===== config.mk =====
export PLATFORM = sky130hd
export DESIGN_NAME = fetch_req_tracker_flat
export DESIGN_NICKNAME = d
export VERILOG_FILES = /design/src/rtl/fetch_req_tracker_pkg.sv /design/src/rtl/fetch_req_tracker_if.sv /design/src/rtl/fetch_req_tracker_entry_queue.sv /design/src/rtl/fetch_req_tracker.sv /design/src/flat_wrapper.sv
export SDC_FILE = /design/constraint.sdc
export NUM_CORES = 1
export LEC_CHECK = 0
export ABC_AREA = 1
export ABC_CLOCK_PERIOD_IN_PS = 11850
export CAP_MARGIN = 20
export CORE_MARGIN = 2
export CORE_UTILIZATION = 45
export DETAILED_ROUTE_END_ITERATION = 8
export PLACE_DENSITY_LB_ADDON = 0.05
export SYNTH_ARGS = -nofsm -noshare
export SYNTH_HDL_FRONTEND = slang
export SYNTH_SLANG_ARGS = --single-unit

===== constraint.sdc =====
create_clock -name clk -period 11.85 [get_ports clk]
set_input_delay 2.37 -clock clk [delete_from_list [all_inputs] [get_ports clk]]
set_output_delay 2.37 -clock clk [all_outputs]
set_load 0.03 [all_outputs]

===== src/rtl/fetch_req_tracker_pkg.sv =====
// Shared constants and helpers for the fetch request tracker.
// Exception codes mirror the CP0 encoding; entry layout and reset-PC default live here.
package fetch_req_tracker_pkg;

    localparam int          PC_W             = 32;
    localparam int          INST_W           = 32;
    localparam logic [31:0] RESET_PC_DEFAULT = 32'hbfc00000;

    // CP0 Cause.ExcCode for an address error on load / instruction fetch.
    localparam logic [4:0]  EXC_ADEL         = 5'h04;

    // Fetches must be word aligned; anything else raises AdEL without touching the sram.
    function automatic logic pc_misaligned(input logic [PC_W-1:0] pc);
        return pc[1:0] != 2'b00;
    endfunction

endpackage


===== src/rtl/fetch_req_tracker_if.sv =====
// Bundles the sram-like instruction port and the in-order delivery port towards IF.
// master: the tracker side. slave: the sram plus IF side.
interface fetch_req_tracker_if;

    logic        inst_sram_req;
    logic        inst_sram_wr;
    logic [1:0]  inst_sram_size;
    logic [31:0] inst_sram_addr;
    logic        inst_sram_addr_ok;
    logic        inst_sram_data_ok;
    logic [31:0] inst_sram_rdata;

    logic        out_valid;
    logic        out_ready;
    logic [31:0] out_pc;
    logic [31:0] out_inst;
    logic        out_exception;
    logic [4:0]  out_exccode;

    modport master (
        output inst_sram_req, inst_sram_wr, inst_sram_size, inst_sram_addr,
        input  inst_sram_addr_ok, inst_sram_data_ok, inst_sram_rdata,
        output out_valid, out_pc, out_inst, out_exception, out_exccode,
        input  out_ready
    );

    modport slave (
        input  inst_sram_req, inst_sram_wr, inst_sram_size, inst_sram_addr,
        output inst_sram_addr_ok, inst_sram_data_ok, inst_sram_rdata,
        input  out_valid, out_pc, out_inst, out_exception, out_exccode,
        output out_ready
    );

endinterface


===== src/rtl/fetch_req_tracker_entry_queue.sv =====
// Ordered entry store for the fetch tracker: tail allocates, resp completes, head pops.
// resp always points at the oldest entry still waiting for data_ok (or at tail when none
// is waiting); exception entries are born done, so resp steps over them.
module fetch_req_tracker_entry_queue
    import fetch_req_tracker_pkg::*;
#(
    parameter int  DEPTH = 4,
    localparam int PTR_W = $clog2(DEPTH)
) (
    input  logic              clk,
    input  logic              reset,
    input  logic              alloc,
    input  logic [PC_W-1:0]   alloc_pc,
    input  logic              alloc_exc,
    input  logic              complete,
    input  logic [INST_W-1:0] complete_inst,
    input  logic              pop,
    input  logic              flush,
    output logic [PC_W-1:0]   head_pc,
    output logic [INST_W-1:0] head_inst,
    output logic              head_done,
    output logic              head_discard,
    output logic              head_exc,
    output logic              full,
    output logic [PTR_W:0]    occupancy
);

    localparam logic [PTR_W:0]   FULL_COUNT = (PTR_W+1)'(DEPTH);
    localparam logic [PTR_W-1:0] PTR_ONE    = PTR_W'(1);

    logic [PC_W-1:0]   pc_mem   [0:DEPTH-1];
    logic [INST_W-1:0] inst_mem [0:DEPTH-1];
    logic [DEPTH-1:0]  done_q;
    logic [DEPTH-1:0]  discard_q;
    logic [DEPTH-1:0]  exc_q;
    logic [PTR_W-1:0]  head_q;
    logic [PTR_W-1:0]  tail_q;
    logic [PTR_W-1:0]  resp_q;
    logic [PTR_W:0]    count_q;

    logic              has_pending;
    logic              complete_ok;
    logic [PTR_W-1:0]  resp_age;
    logic [PTR_W:0]    resp_span;
    logic [PTR_W-1:0]  cand;
    logic              scan_found;
    logic [PTR_W-1:0]  scan_idx;
    logic [PTR_W-1:0]  resp_base;
    logic [PTR_W-1:0]  resp_next;

    assign head_pc      = pc_mem[head_q];
    assign head_inst    = inst_mem[head_q];
    assign head_done    = done_q[head_q];
    assign head_discard = discard_q[head_q];
    assign head_exc     = exc_q[head_q];
    assign full         = (count_q == FULL_COUNT);
    assign occupancy    = count_q;
    assign complete_ok  = complete && has_pending;

    // Locate the next entry that will await data once the current resp entry completes.
    always_comb begin
        resp_age    = resp_q - head_q;
        resp_span   = count_q - {1'b0, resp_age};
        has_pending = (resp_q != tail_q) || (full && !done_q[resp_q]);
        cand        = resp_q;
        scan_found  = 1'b0;
        scan_idx    = tail_q;
        for (int k = 1; k < DEPTH; k++) begin
            cand = resp_q + PTR_W'(k);
            if (!scan_found && ((PTR_W+1)'(k) < resp_span) && !done_q[cand]) begin
                scan_found = 1'b1;
                scan_idx   = cand;
            end
        end
        resp_base = complete_ok ? scan_idx : resp_q;
        // A freshly allocated exception entry never awaits data, so resp must not land on it.
        resp_next = (alloc && alloc_exc && (resp_base == tail_q)) ? (tail_q + PTR_ONE) : resp_base;
    end

    // Pointer, occupancy and per-entry flag bookkeeping.
    always_ff @(posedge clk) begin
        if (reset) begin
            head_q    <= '0;
            tail_q    <= '0;
            resp_q    <= '0;
            count_q   <= '0;
            done_q    <= '0;
            discard_q <= '0;
            exc_q     <= '0;
        end else begin
            if (alloc) begin
                done_q[tail_q]    <= alloc_exc;
                exc_q[tail_q]     <= alloc_exc;
                discard_q[tail_q] <= flush;
                tail_q            <= tail_q + PTR_ONE;
            end
            if (complete_ok) begin
                done_q[resp_q] <= 1'b1;
            end
            if (pop) begin
                head_q <= head_q + PTR_ONE;
            end
            if (flush) begin
                discard_q <= '1;
            end
            resp_q  <= resp_next;
            count_q <= count_q + (PTR_W+1)'(alloc) - (PTR_W+1)'(pop);
        end
    end

    // Entry payload storage; only the flags need a reset.
    always_ff @(posedge clk) begin
        if (alloc) begin
            pc_mem[tail_q]   <= alloc_pc;
            inst_mem[tail_q] <= '0;
        end
        if (complete_ok) begin
            inst_mem[resp_q] <= complete_inst;
        end
    end

    // data_ok with nothing outstanding means the sram side broke the protocol.
    always_ff @(posedge clk) begin
        if (!reset && complete) begin
            assert (has_pending) else $error("inst_sram_data_ok with no outstanding fetch");
        end
    end

endmodule


===== src/rtl/fetch_req_tracker.sv =====
// Fetch request tracker: generates fetch PCs, issues sram-like reads with up to DEPTH
// entries live, and delivers results to IF in order. A redirect tags live entries as
// discard instead of waiting for them. Optional macro FETCH_TRACKER_STATS_EN adds the
// stat_discarded / stat_full_cycles perf counters.
module fetch_req_tracker
    import fetch_req_tracker_pkg::*;
#(
    parameter int          DEPTH    = 4,
    parameter logic [31:0] RESET_PC = RESET_PC_DEFAULT,
    localparam int         PTR_W    = $clog2(DEPTH)
) (
    input  logic                clk,
    input  logic                reset,
    input  logic                redirect_valid,
    input  logic [31:0]         redirect_pc,
    fetch_req_tracker_if.master bus,
    output logic [PTR_W:0]      occupancy
`ifdef FETCH_TRACKER_STATS_EN
    ,
    output logic [31:0]         stat_discarded,
    output logic [31:0]         stat_full_cycles
`endif
);

    logic [31:0] pc_q;
    logic        stall_q;
    logic        can_issue;
    logic        pc_aligned;
    logic        alloc;
    logic        alloc_exc;
    logic        pop;
    logic        q_full;
    logic [31:0] head_pc;
    logic [31:0] head_inst;
    logic        head_done;
    logic        head_discard;
    logic        head_exc;
    logic        head_live;

    // Issue is blocked while full (registered count, so a pop only helps next cycle),
    // during a redirect, and after a misaligned PC until the next redirect.
    assign can_issue  = !reset && !redirect_valid && !q_full && !stall_q;
    assign pc_aligned = !pc_misaligned(pc_q);

    assign bus.inst_sram_req  = can_issue && pc_aligned;
    assign bus.inst_sram_wr   = 1'b0;
    assign bus.inst_sram_size = 2'd2;
    assign bus.inst_sram_addr = pc_q;

    assign alloc     = (bus.inst_sram_req && bus.inst_sram_addr_ok) || (can_issue && !pc_aligned);
    assign alloc_exc = !pc_aligned;

    assign head_live         = (occupancy != '0);
    assign bus.out_valid     = head_live && head_done && !head_discard && !redirect_valid;
    assign bus.out_pc        = head_pc;
    assign bus.out_inst      = head_exc ? 32'd0 : head_inst;
    assign bus.out_exception = head_exc;
    assign bus.out_exccode   = head_exc ? EXC_ADEL : 5'd0;

    // Discarded entries leave as soon as they are done; live ones wait for IF.
    assign pop = head_live && head_done && (head_discard || (bus.out_valid && bus.out_ready));

    // Fetch PC and misaligned-stall tracking.
    always_ff @(posedge clk) begin
        if (reset) begin
            pc_q    <= RESET_PC;
            stall_q <= 1'b0;
        end else if (redirect_valid) begin
            pc_q    <= redirect_pc;
            stall_q <= 1'b0;
        end else if (bus.inst_sram_req && bus.inst_sram_addr_ok) begin
            pc_q <= pc_q + 32'd4;
        end else if (can_issue && !pc_aligned) begin
            stall_q <= 1'b1;
        end
    end

    fetch_req_tracker_entry_queue #(
        .DEPTH (DEPTH)
    ) u_queue (
        .clk           (clk),
        .reset         (reset),
        .alloc         (alloc),
        .alloc_pc      (pc_q),
        .alloc_exc     (alloc_exc),
        .complete      (bus.inst_sram_data_ok),
        .complete_inst (bus.inst_sram_rdata),
        .pop           (pop),
        .flush         (redirect_valid),
        .head_pc       (head_pc),
        .head_inst     (head_inst),
        .head_done     (head_done),
        .head_discard  (head_discard),
        .head_exc      (head_exc),
        .full          (q_full),
        .occupancy     (occupancy)
    );

`ifdef FETCH_TRACKER_STATS_EN
    logic silent_pop;
    assign silent_pop = pop && head_discard;

    // Free-running perf counters: silent discards and cycles spent full.
    always_ff @(posedge clk) begin
        if (reset) begin
            stat_discarded   <= 32'd0;
            stat_full_cycles <= 32'd0;
        end else begin
            if (silent_pop) begin
                stat_discarded <= stat_discarded + 32'd1;
            end
            if (q_full) begin
                stat_full_cycles <= stat_full_cycles + 32'd1;
            end
        end
    end
`else
    // Perf counters are not built in this configuration.
`endif

endmodule


===== src/flat_wrapper.sv =====
// flat-port wrapper written by rule: the top's interface ports become plain ports
module fetch_req_tracker_flat import fetch_req_tracker_pkg::*;
#(
    parameter int          DEPTH    = 4,
    parameter logic [31:0] RESET_PC = RESET_PC_DEFAULT,
    localparam int         PTR_W    = $clog2(DEPTH)
)
  (clk, reset, redirect_valid, redirect_pc, occupancy, bus_inst_sram_req, bus_inst_sram_wr, bus_inst_sram_size, bus_inst_sram_addr, bus_inst_sram_addr_ok, bus_inst_sram_data_ok, bus_inst_sram_rdata, bus_out_valid, bus_out_pc, bus_out_inst, bus_out_exception, bus_out_exccode, bus_out_ready);
  fetch_req_tracker_if bus_i ();
  input  logic clk;
  input  logic reset;
  input  logic redirect_valid;
  input  logic [31:0] redirect_pc;
  output logic [PTR_W:0] occupancy;
  output wire logic [$bits(bus_i.inst_sram_req)-1:0] bus_inst_sram_req;
  output wire logic [$bits(bus_i.inst_sram_wr)-1:0] bus_inst_sram_wr;
  output wire logic [$bits(bus_i.inst_sram_size)-1:0] bus_inst_sram_size;
  output wire logic [$bits(bus_i.inst_sram_addr)-1:0] bus_inst_sram_addr;
  input wire logic [$bits(bus_i.inst_sram_addr_ok)-1:0] bus_inst_sram_addr_ok;
  input wire logic [$bits(bus_i.inst_sram_data_ok)-1:0] bus_inst_sram_data_ok;
  input wire logic [$bits(bus_i.inst_sram_rdata)-1:0] bus_inst_sram_rdata;
  output wire logic [$bits(bus_i.out_valid)-1:0] bus_out_valid;
  output wire logic [$bits(bus_i.out_pc)-1:0] bus_out_pc;
  output wire logic [$bits(bus_i.out_inst)-1:0] bus_out_inst;
  output wire logic [$bits(bus_i.out_exception)-1:0] bus_out_exception;
  output wire logic [$bits(bus_i.out_exccode)-1:0] bus_out_exccode;
  input wire logic [$bits(bus_i.out_ready)-1:0] bus_out_ready;
  assign bus_inst_sram_req = bus_i.inst_sram_req;
  assign bus_inst_sram_wr = bus_i.inst_sram_wr;
  assign bus_inst_sram_size = bus_i.inst_sram_size;
  assign bus_inst_sram_addr = bus_i.inst_sram_addr;
  assign bus_i.inst_sram_addr_ok = bus_inst_sram_addr_ok;
  assign bus_i.inst_sram_data_ok = bus_inst_sram_data_ok;
  assign bus_i.inst_sram_rdata = bus_inst_sram_rdata;
  assign bus_out_valid = bus_i.out_valid;
  assign bus_out_pc = bus_i.out_pc;
  assign bus_out_inst = bus_i.out_inst;
  assign bus_out_exception = bus_i.out_exception;
  assign bus_out_exccode = bus_i.out_exccode;
  assign bus_i.out_ready = bus_out_ready;
  fetch_req_tracker #(.DEPTH(DEPTH), .RESET_PC(RESET_PC)) u_core (.clk(clk), .reset(reset), .redirect_valid(redirect_valid), .redirect_pc(redirect_pc), .bus(bus_i), .occupancy(occupancy));
endmodule

==> results_dict.tcl <==
# place-and-route summary
set metrics [dict create \
    vias 10300 \
    ioPinCount 180 \
    path_delay_family "buffers and inverters" \
    fin_cells 1962 \
    edf_count 256 \
    die_h_um 180 \
    cts_hold_buf 0 \
    dr_wl_met3_mm 1.87 \
    chip_area_um2 32200 \
    port_buffers 172 \
    synth_warnings 0 \
    grt_use_total 0.218 \
    critPathSlowestCell "clkdlybuf4s50_1" \
    finalSetupViolations 0 \
    ys_ff 312 \
    cp-start-kind "input pin" \
    maxSlewViolCount 0 \
    peakVddDrop_uv 95.1 \
    cts_tree "yes" \
    yosysSeqAreaShare 0.635 \
    fillCellCount 2691 \
    place_hpwl_mm 20.9 \
    initial_utilization 0.456 \
    crit_fanout 40 \
    startpoint "reset" \
    final_hold_viol_count 0 \
    wl_per_cell_um 18.0 \
    post_cts_buffers 0 \
    rows 64 \
    fin_tns_setup_ns 0 \
    cp-end-kind "output port" \
    status "complete, no violations" \
]
## layout make-up
| cell class | instances | area [µm²] | share of cell area |
|---|---|---|---|
| Clock buffer | 48 | 946 | 0.0556 |
| Clock inverter | 16 | 166 | 0.00978 |
| Inverter | 123 | 463 | 0.0272 |
| Multi-Input combinational cell | 876 | 4270 | 0.251 |
| Sequential cell | 312 | 8810 | 0.518 |
| Tap cell | 396 | 495 | 0.0291 |
| Timing Repair Buffer | 191 | 1860 | 0.110 |
## per-stage QoR
step                      utilization  total power [mW]  hold WS (ns)  worst slack (ns)
after global routing            0.559              3.46         0.478              4.48
after detailed placement        0.523              2.28         0.454              4.68
final                           0.559              3.30         0.462              4.63
after floorplan                     -              1.96         0.438              5.95
after CTS                       0.559              3.33         0.464              4.66
after global placement          0.523              2.27         0.453              4.66
## routing by layer
layer	vias up	global-route usage
met5	-	0
met3	44	0.0350
li1	5010	-
met1	4967	0.296
met2	315	0.366
met4	0	0.0550
## sequential cells by signal, indices dropped and copies added (netlist names), named ones only
name	flops
u_core.u_queue.done_q	4
u_core.u_queue.head_q	2
u_core.u_queue.occupancy	3
u_core.stall_q	1
u_core.u_queue.pc_mem	128
u_core.bus.inst_sram_addr	32
u_core.u_queue.discard_q	4
u_core.u_queue.inst_mem	128
u_core.u_queue.resp_q	2
u_core.u_queue.exc_q	4
u_core.u_queue.tail_q	2
## cell usage after synthesis (2+ instances only)
| cell | count | area, µm² |
|---|---|---|
| buf_4 | 9 | 67.6 |
| conb_1 | 2 | 7.51 |
| nor2_1 | 300 | 1130 |
| a21oi_1 | 34 | 170 |
| o221ai_1 | 2 | 17.5 |
| clkbuf_1 | 54 | 203 |
| o22ai_1 | 65 | 407 |
| a31oi_1 | 17 | 106 |
| inv_1 | 117 | 439 |
| nand2_2 | 4 | 25.0 |
| buf_1 | 2 | 7.51 |
| nand3_1 | 33 | 165 |
| nor3_1 | 6 | 30.0 |
| o21ai_0 | 147 | 736 |
| buf_2 | 13 | 65.1 |
| xor2_1 | 15 | 131 |
| nor3_2 | 2 | 20.0 |
| xnor2_1 | 9 | 78.8 |
| inv_2 | 5 | 18.8 |
| nand4_1 | 7 | 43.8 |
| o211ai_1 | 4 | 30.0 |
| edfxtp_1 | 256 | 7690 |
| fa_1 | 2 | 40.0 |
| nand3_2 | 5 | 50.1 |
| a221oi_1 | 3 | 26.3 |
| ha_1 | 13 | 163 |
| dfxtp_1 | 56 | 1120 |
| nand2_1 | 180 | 676 |
| nor2_4 | 5 | 56.3 |
| nor2_2 | 8 | 50.1 |
## tightest hold or removal path, cell delays in order (launching register included)
cell     delay (ns)
dfxtp_1        0.31
nand2_1        0.06
a21oi_1        0.05
## power by group
group | switching, mW | internal (mW) | total, mW
combinational | 0.568 | 0.303 | 0.871
sequential | 0.0647 | 1.32 | 1.38
clock | 0.425 | 0.628 | 1.05
total | 1.06 | 2.25 | 3.30
## cells by family after synthesis
group | count (synthesis) | synth area share
AND-OR/OR-AND | 276 | 0.110
AND/OR/NAND/NOR | 554 | 0.165
buffers and inverters | 203 | 0.0594
XOR/XNOR | 24 | 0.0152
other | 2 | 0.000542
adder cells (fa/ha/maj) | 15 | 0.0146
flip-flops | 312 | 0.635
Figure 1. Supply network.
Bar = 50 µm. Pins as bars on the die edge.
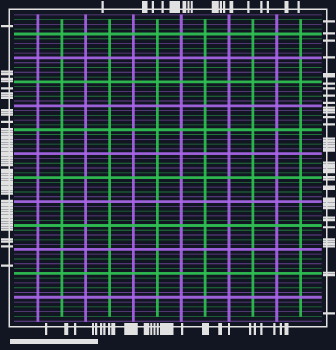
legend:
  VSS:
    colour: purple
  VDD:
    colour: green
rows: 64
signal pins: 180
met1 rails: 65
met4 straps: 12

Figure 2. Placement by cell class.
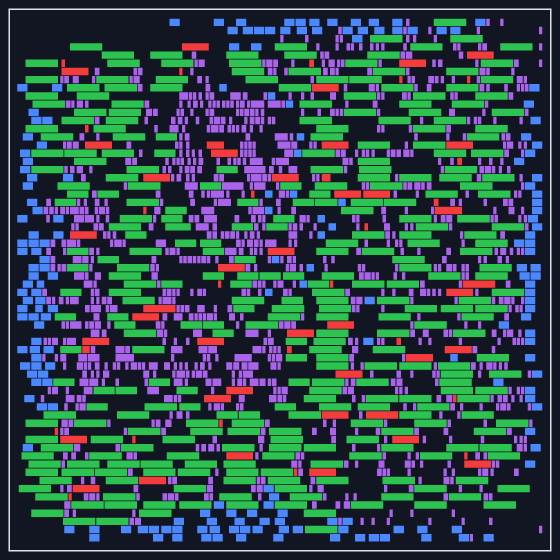
legend:
  registers:
    colour: green
    cells: 312
    share_of_their_area: 53%
  remaining logic cells:
    colour: purple
    cells: 999
    share_of_their_area: 29%
  clock drivers and dummy loads:
    colour: red
    cells: 64
    share_of_their_area: 6.7%
  remaining buffers and delay cells:
    colour: blue
    cells: 191
    share_of_their_area: 11%

Figure 3. Routed clock nets over the placement.
Bar = 50 µm.
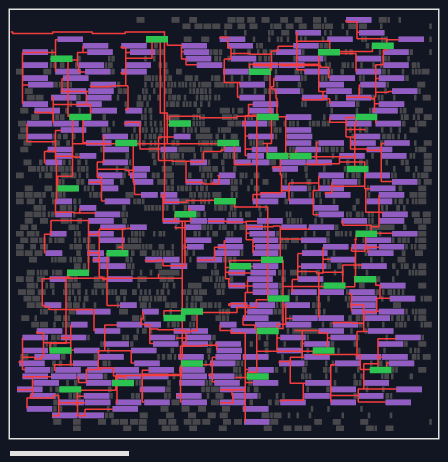
legend:
  flip-flops:
    colour: purple
    count: 312
  clock wires:
    colour: red
    length: 3,830 µm
  clock-net drivers:
    colour: green
    count: 35
flops lie: widely spread
routed clock nets: 36

Figure 4. Metal layers overlaid.
Bar = 50 µm.
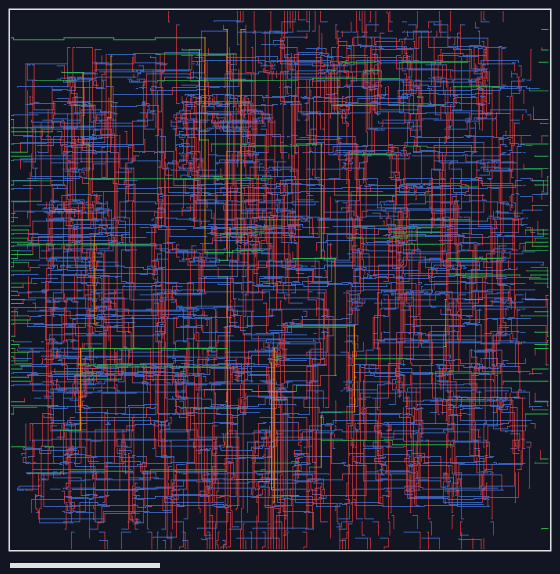
legend:
  M1:
    colour: blue
    wire_length: 15,800 µm
  M3:
    colour: green
    wire_length: 1,870 µm
  M2:
    colour: red
    wire_length: 16,900 µm
  M4:
    colour: orange
    wire_length: 692 µm

No activity file was given, so power comes from the tool's default toggle rates.
